## src/rtl/serial_word_tx_if.sv

```systemverilog
// -----------------------------------------------------------------------------
// serial_word_tx_if
//   Handshake and serial-line bundle for serial_word_tx.
//
//   data_in     word offered by the producer (WIDTH bits)
//   load_valid  producer has a word on data_in
//   load_ready  transmitter is idle and will accept a word
//   tx          serial line, idles high
//   busy        frame in progress
//   done        one-cycle pulse when a stop bit completes
//
//   master: producer / observer side
//   slave : transmitter side
// -----------------------------------------------------------------------------
interface serial_word_tx_if #(
   parameter int WIDTH = 8
);
   logic [WIDTH-1:0] data_in;
   logic             load_valid;
   logic             load_ready;
   logic             tx;
   logic             busy;
   logic             done;

   modport master (
      output data_in,
      output load_valid,
      input  load_ready,
      input  tx,
      input  busy,
      input  done
   );

   modport slave (
      input  data_in,
      input  load_valid,
      output load_ready,
      output tx,
      output busy,
      output done
   );
endinterface

```

## src/rtl/serial_word_tx.sv

```systemverilog
// -----------------------------------------------------------------------------
// serial_word_tx
//   Parallel-in, serial-out word transmitter. A WIDTH-bit word accepted over a
//   valid/ready handshake is sent as: start bit (0), data bits LSB first,
//   stop bit (1). Every bit is held for DIV clock cycles. EN=0 freezes all
//   state, counters and the line; the pending done pulse still clears.
//
//   Ports
//     clock  rising-edge clock
//     reset  asynchronous active-low reset
//     EN     global enable
//     bus    serial_word_tx_if.slave: data_in, load_valid (in);
//            load_ready, tx, busy, done (out, all registered)
// -----------------------------------------------------------------------------
module serial_word_tx #(
   parameter int WIDTH = 8,
   parameter int DIV   = 4
) (
   input  logic              clock,
   input  logic              reset,
   input  logic              EN,
   serial_word_tx_if.slave   bus
);

   localparam int DIV_W = (DIV   > 1) ? $clog2(DIV)   : 1;
   localparam int BIT_W = (WIDTH > 1) ? $clog2(WIDTH) : 1;

   localparam logic [DIV_W-1:0] DIV_MAX = DIV_W'(DIV - 1);
   localparam logic [BIT_W-1:0] BIT_MAX = BIT_W'(WIDTH - 1);

   typedef enum logic [1:0] {
      IDLE  = 2'd0,
      START = 2'd1,
      DATA  = 2'd2,
      STOP  = 2'd3
   } state_t;

   state_t             state;
   logic [WIDTH-1:0]   shift_reg;
   logic [WIDTH-1:0]   shift_next;
   logic [DIV_W-1:0]   div_cnt;
   logic [BIT_W-1:0]   bit_cnt;
   logic               bit_end;

   // With DIV=1 the divider sits at 0 and every enabled edge ends a bit.
   assign bit_end    = (div_cnt == DIV_MAX);
   assign shift_next = shift_reg >> 1;

   always_ff @(posedge clock or negedge reset) begin
      if (!reset) begin
         state          <= IDLE;
         shift_reg      <= '0;
         div_cnt        <= '0;
         bit_cnt        <= '0;
         bus.tx         <= 1'b1;
         bus.load_ready <= 1'b1;
         bus.busy       <= 1'b0;
         bus.done       <= 1'b0;
      end else begin
         // done is a strict one-cycle pulse, independent of EN.
         bus.done <= 1'b0;

         if (EN) begin
            case (state)
               IDLE: begin
                  if (bus.load_valid) begin
                     shift_reg      <= bus.data_in;
                     state          <= START;
                     div_cnt        <= '0;
                     bus.tx         <= 1'b0;
                     bus.busy       <= 1'b1;
                     bus.load_ready <= 1'b0;
                  end
               end

               START: begin
                  if (bit_end) begin
                     div_cnt <= '0;
                     bit_cnt <= '0;
                     state   <= DATA;
                     bus.tx  <= shift_reg[0];
                  end else begin
                     div_cnt <= div_cnt + 1'b1;
                  end
               end

               DATA: begin
                  if (bit_end) begin
                     div_cnt <= '0;
                     if (bit_cnt < BIT_MAX) begin
                        shift_reg <= shift_next;
                        bus.tx    <= shift_next[0];
                        bit_cnt   <= bit_cnt + 1'b1;
                     end else begin
                        state  <= STOP;
                        bus.tx <= 1'b1;
                     end
                  end else begin
                     div_cnt <= div_cnt + 1'b1;
                  end
               end

               STOP: begin
                  if (bit_end) begin
                     div_cnt        <= '0;
                     state          <= IDLE;
                     bus.tx         <= 1'b1;
                     bus.busy       <= 1'b0;
                     bus.load_ready <= 1'b1;
                     bus.done       <= 1'b1;
                  end else begin
                     div_cnt <= div_cnt + 1'b1;
                  end
               end

               default: state <= IDLE;
            endcase
         end
      end
   end

endmodule

```

## src/flat_wrapper.sv

```systemverilog
// flat-port wrapper written by rule: the top's interface ports become plain ports
module serial_word_tx_flat 
#(
   parameter int WIDTH = 8,
   parameter int DIV   = 4
)
  (clock, reset, EN, bus_data_in, bus_load_valid, bus_load_ready, bus_tx, bus_busy, bus_done);
  serial_word_tx_if #(.WIDTH(WIDTH)) bus_i ();
  input  logic clock;
  input  logic reset;
  input  logic EN;
  input wire logic [$bits(bus_i.data_in)-1:0] bus_data_in;
  input wire logic [$bits(bus_i.load_valid)-1:0] bus_load_valid;
  output wire logic [$bits(bus_i.load_ready)-1:0] bus_load_ready;
  output wire logic [$bits(bus_i.tx)-1:0] bus_tx;
  output wire logic [$bits(bus_i.busy)-1:0] bus_busy;
  output wire logic [$bits(bus_i.done)-1:0] bus_done;
  assign bus_i.data_in = bus_data_in;
  assign bus_i.load_valid = bus_load_valid;
  assign bus_load_ready = bus_i.load_ready;
  assign bus_tx = bus_i.tx;
  assign bus_busy = bus_i.busy;
  assign bus_done = bus_i.done;
  serial_word_tx #(.WIDTH(WIDTH), .DIV(DIV)) u_core (.clock(clock), .reset(reset), .EN(EN), .bus(bus_i));
endmodule
```

## config.mk

```make
export PLATFORM = sky130hd
export DESIGN_NAME = serial_word_tx_flat
export DESIGN_NICKNAME = d
export VERILOG_FILES = /design/src/rtl/serial_word_tx_if.sv /design/src/rtl/serial_word_tx.sv /design/src/flat_wrapper.sv
export SDC_FILE = /design/constraint.sdc
export NUM_CORES = 1
export LEC_CHECK = 0
export CORE_UTILIZATION = 40
export DETAILED_ROUTE_END_ITERATION = 7
export SYNTH_ARGS = -nofsm -noshare
export SYNTH_HDL_FRONTEND = slang
export SYNTH_SLANG_ARGS = --single-unit
```

## constraint.sdc

```tcl
create_clock -name clock -period 2.7 [get_ports clock]
set_input_delay 0.675 -clock clock [delete_from_list [all_inputs] [get_ports clock]]
set_output_delay 0.675 -clock clock [all_outputs]
set_load 0.03 [all_outputs]
```

### Sequential cells colored by netlist name, run 1

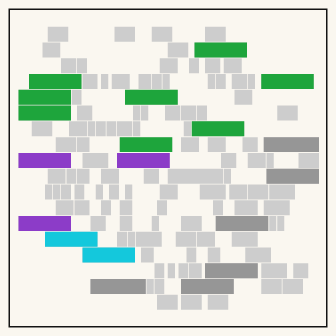
[green] `u_core.shift_reg` | placed flops: 8
[purple] `u_core.bit_cnt` | placed flops: 3
[cyan] `u_core.div_cnt` | placed flops: 2
not colored: 6
flop share of the area: 37.09%
sequential group power: 0.447 mW
final core utilization: 50.64%
Register Area: 478.0 um2

### Signal wires by layer, run 1

Only two layers are drawn.
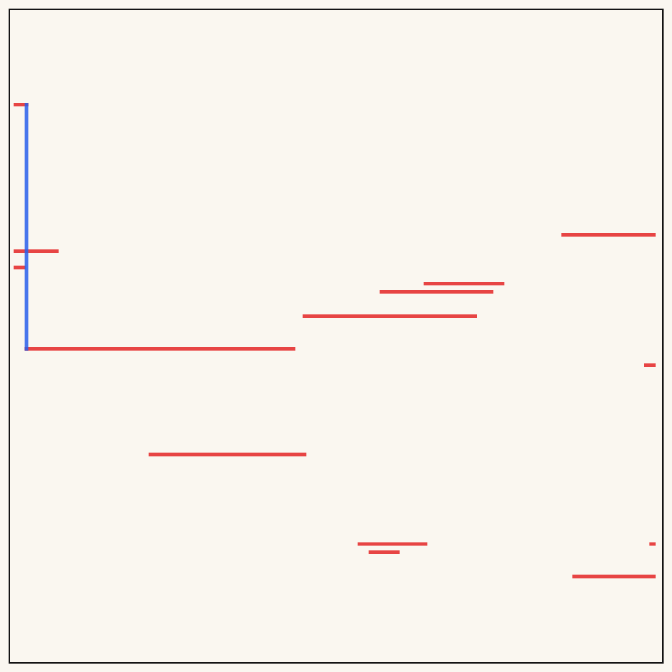
[red] met3 | wire length: 93.2 um
[blue] met4 | wire length: 20.4 um
vias after detailed routing: 873
drt wl/cell: 14.44 um

==> changes_impl.md, run 1 <==
### Metrics

* Multi-input combinational area share at around 44%
* CTS buffer count at 3
* Well Taps at 30
* Mux share at just over 1%
* Area delta synth->final at 16.91%
* Clock latency on the worst-skew pair at 0.30 ns
* Leak at approximately 0.54 nW
* Layout fillers at approximately 250
* Unrepaired setup endpoints after global routing: false
* Top Layout Cells: 17 x dfrtp_1, 16 x nand2_1, 15 x clkdlybuf4s50_1
* Power Combinational at approximately 0.52 mW
* Syn Nets at ~130
* CLK BUF at 4
* Plain + repair buffers at 17
* Global-route wire length before repair at 3801 um
* Antenna-violating nets left at 0
* Post-Synth AOI/OAI Area at about a quarter
* Grt total ovfl at 0
* I/O Pins at 16
* Synth area leader: dfrtp_1
* Max-cap viol count at 0
* R2r setup slk at 0.61 ns
* Dominant logic cell type in the layout: dfrtp_1
* Max-area cell class: logic gates
* Placed cell area at roughly 1300 um2
* Post-synthesis cell count at around 110
* Dpl ws at approximately 0.44 ns
* Adder Area Share at about 8%
* Final setup viols at 0
* Internal at 0.6527 mW
* Final GP Congestion at approximately 0.7
* Hold-fix buffers at CTS at 0
* Sequential area share after synthesis at roughly 43%
* Critical Path Slowest Stage Cell: clkdlybuf4s50_1
* Clock H-tree levels at 1
* Clock-cell share at between 2 and 2.5%
* Outcome: complete, no violations
* End of the worst hold path: u_core.bus.load_ready$_DFFE_PN1P_
* Reg-to-reg endpoint: u_core.shift_reg[3]$_DFFE_PN0P_
* Reg2reg start: u_core.state[0]$_DFFE_PN0P_
* Number of enable flip-flop cells at 0
* Critical Path Stages at 1
* Critical path's largest stage delay at around 0.66 ns
* Clock-pin slew on the worst setup and hold paths at 0.10 ns
* Top cells by area: dfrtp_1 39%, ha_1 7.9%, nand2_1 5.4%, dfstp_2 4.8%, a32oi_1 4.8%
* Synth cell count leaders: 17 x dfrtp_1, 16 x nand2_1, 10 x nand3_1
* Setup crit start kind: flip-flop
* Peak VDD IR at roughly 0.5 mV
* Non-clock buffer area fraction after layout at 12.82%
### Track usage over the die, run 1

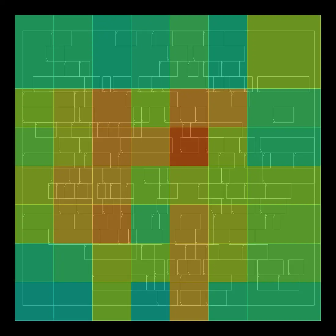
Tot GR Track Use: 18.54%
GRT met1 Usage: 24.61%
busiest grt layer: met2
GR Util met3: 5.833%

### Pin placement, run 1

Pins as bars across the die edge, other pins in gray.
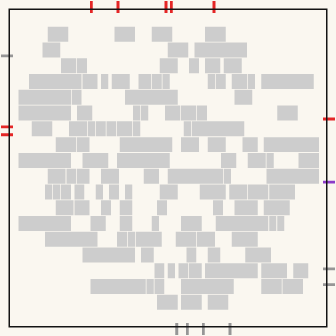
[red] `bus_data_in` | pins: 8 | direction: input | edge: 5 top, 2 left, 1 right
[purple] `bus_tx` | pins: 1 | direction: output | edge: right
all pins by edge: 5 top, 4 bottom, 4 right, 3 left

### Signal wires on met3, run 1

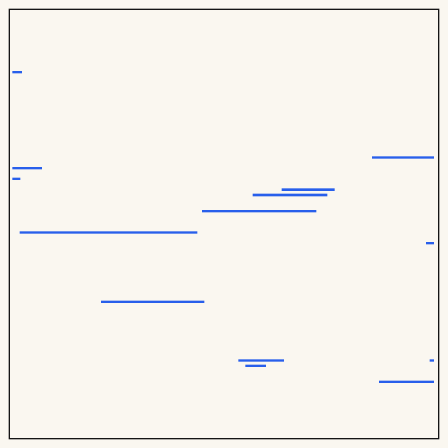

--- run 2 (diff from run 1) ---
clock period = 2.1 ns   (was 2.7 ns; I/O delays follow)
### Signal wires on met3, run 2

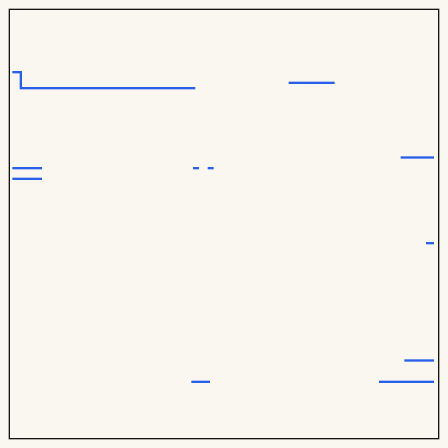
nets with wire on the layer: 9
main direction: horizontal
share of all routed wire: 2.5%
wire length on this layer: 54.7 um
longest straight run: 22.1 um
drt total wl: 2232 um
GR Util met3: 2.500%

### Pin placement, run 2

Pins as bars across the die edge, other pins in gray.
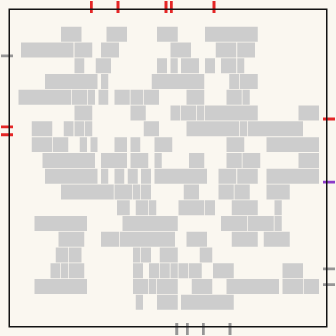
[purple] `bus_tx` | pins: 1 | direction: output | edge: right
[red] `bus_data_in` | pins: 8 | direction: input | edge: 5 top, 2 left, 1 right
all pins by edge: 5 top, 4 bottom, 4 right, 3 left
Die Wd: 54.50 um
die height: 54.50 um
Port Buffers: 15

### Sequential cells colored by netlist name, run 2

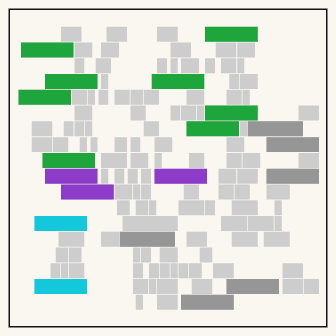
sequential group power: 0.574 mW
flop share of the area: 36.24%

==> run 2 against run 1 <==
Clock skew grew 0.0046 ns; critical path depth is the same; register-to-register slack lost 0.26 ns; critical endpoint unchanged; non-clock buffer count grew 4; hold slack gained 0.0061 ns; first-iteration DRC count shrank 31%; synthesized area is the same.
==> changes_impl.md, run 2 <==
### Metrics

* Sequential area share after synthesis at 43.36% (unchanged)
* Post-Synth AOI/OAI Area at 25.54% (unchanged)
* Busiest grt layer: met1 (was met2)
* Reg-to-reg endpoint: u_core.bus.tx$_DFFE_PN1P_ (was u_core.shift_reg[3]$_DFFE_PN0P_)
* Setup crit start kind: flip-flop (unchanged)
* Top cells by area: dfrtp_1 39%, ha_1 7.9%, nand2_1 5.4%, dfstp_2 4.8%, a32oi_1 4.8% (unchanged)
* Dominant logic cell type in the layout: dfrtp_1 (unchanged)
* Internal at 0.8667 mW (was 0.6527 mW)
* GRT met1 Usage at 24.66% (was 24.61%)
* Power Combinational at 0.694 mW (was 0.518 mW)
* Grt total ovfl at 0 (unchanged)
* Reg2reg start: u_core.state[1]$_DFFE_PN0P_ (was u_core.state[0]$_DFFE_PN0P_)
* Area delta synth->final at 19.64% (was 16.91%)
* Multi-input combinational area share at 43.26% (was 44.27%)
* Critical Path Slowest Stage Cell: clkdlybuf4s50_1 (unchanged)
* Global-route wire length before repair at 3491 um (was 3801 um)
* Outcome: complete, no violations (unchanged)
* Critical path's largest stage delay at 0.66 ns (about the same)
* Peak VDD IR at 0.6036 mV (was 0.4886 mV)
* Synth area leader: dfrtp_1 (unchanged)
* Adder Area Share at 7.946% (unchanged)
* Critical Path Stages at 1 (unchanged)
### Track usage over the die, run 2

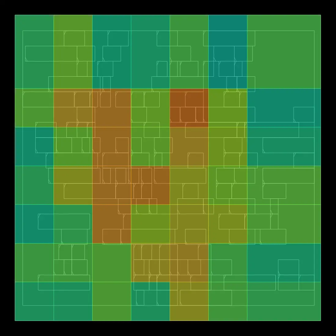

--- run 3 (diff from run 2) ---
CORE_UTILIZATION = 53   (was 40)
PLACE_DENSITY = 0.78   (was default)
### Track usage over the die, run 3

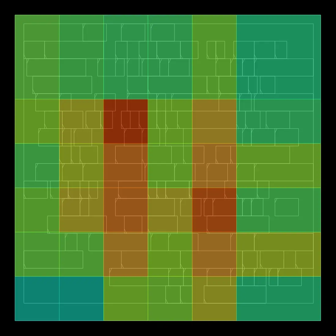
drt wl/cell: 14.90 um
GRT met1 Usage: 29.52%
grt met2 use: 39.18%

### Signal wires on met3, run 3

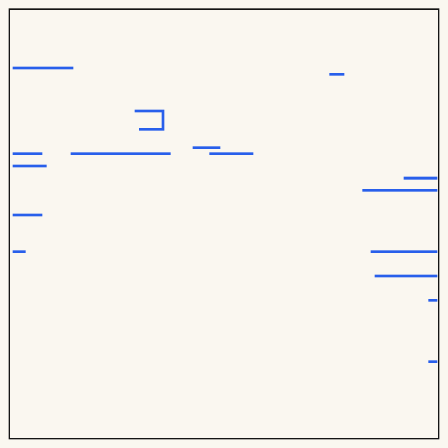
vias after detailed routing: 932
GR Util met3: 2.264%

### Sequential cells colored by netlist name, run 3

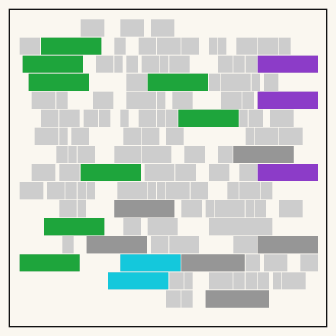
final core utilization: 67.03%
flop share of the area: 36.35%
sequential group power: 0.580 mW

==> run 3 against run 2 <==
Count of clock-buffer cells in the layout is the same; first-iteration DRC count shrank 27%; register-to-register slack lost 0.08 ns; wire length grew 3.5%; hold slack lost 0.0062 ns; sequential share of layout area grew 0.10 points; highest routed layer unchanged.
==> changes_impl.md, run 3 <==
### Metrics

* Unrepaired setup endpoints after global routing: false (unchanged)
* Final GP Congestion at 0.8727 (was 0.7611)
* Antenna-violating nets left at 0 (unchanged)
* Die Wd at 47.61 um (was 54.50 um)
* Drt total wl at 2310 um (was 2232 um)
* Plain + repair buffers at 21 (unchanged)
* Global-route wire length before repair at 3560 um (was 3491 um)
* Leak at 0.5527 nW (was 0.5532 nW)
* Syn Nets at 130 (unchanged)
* Multi-input combinational area share at 43.39% (was 43.26%)
* Dominant logic cell type in the layout: dfrtp_1 (unchanged)
* Clock H-tree levels at 1 (unchanged)
* Post-Synth AOI/OAI Area at 25.54% (unchanged)
* CTS buffer count at 3 (unchanged)
* Outcome: complete, no violations (unchanged)
* Post-synthesis cell count at 111 (unchanged)
* Power Combinational at 0.688 mW (was 0.694 mW)
* Well Taps at 27 (was 30)
* Clock latency on the worst-skew pair at 0.29 ns (was 0.31 ns)
* Critical path's largest stage delay at 0.67 ns (was 0.66 ns)
* Max-area cell class: logic gates (unchanged)
* Port Buffers at 15 (unchanged)
* Top cells by area: dfrtp_1 39%, ha_1 7.9%, nand2_1 5.4%, dfstp_2 4.8%, a32oi_1 4.8% (unchanged)
* Internal at 0.8552 mW (was 0.8667 mW)
* Final setup viols at 0 (unchanged)
Power is estimated from default activity; no workload was simulated.
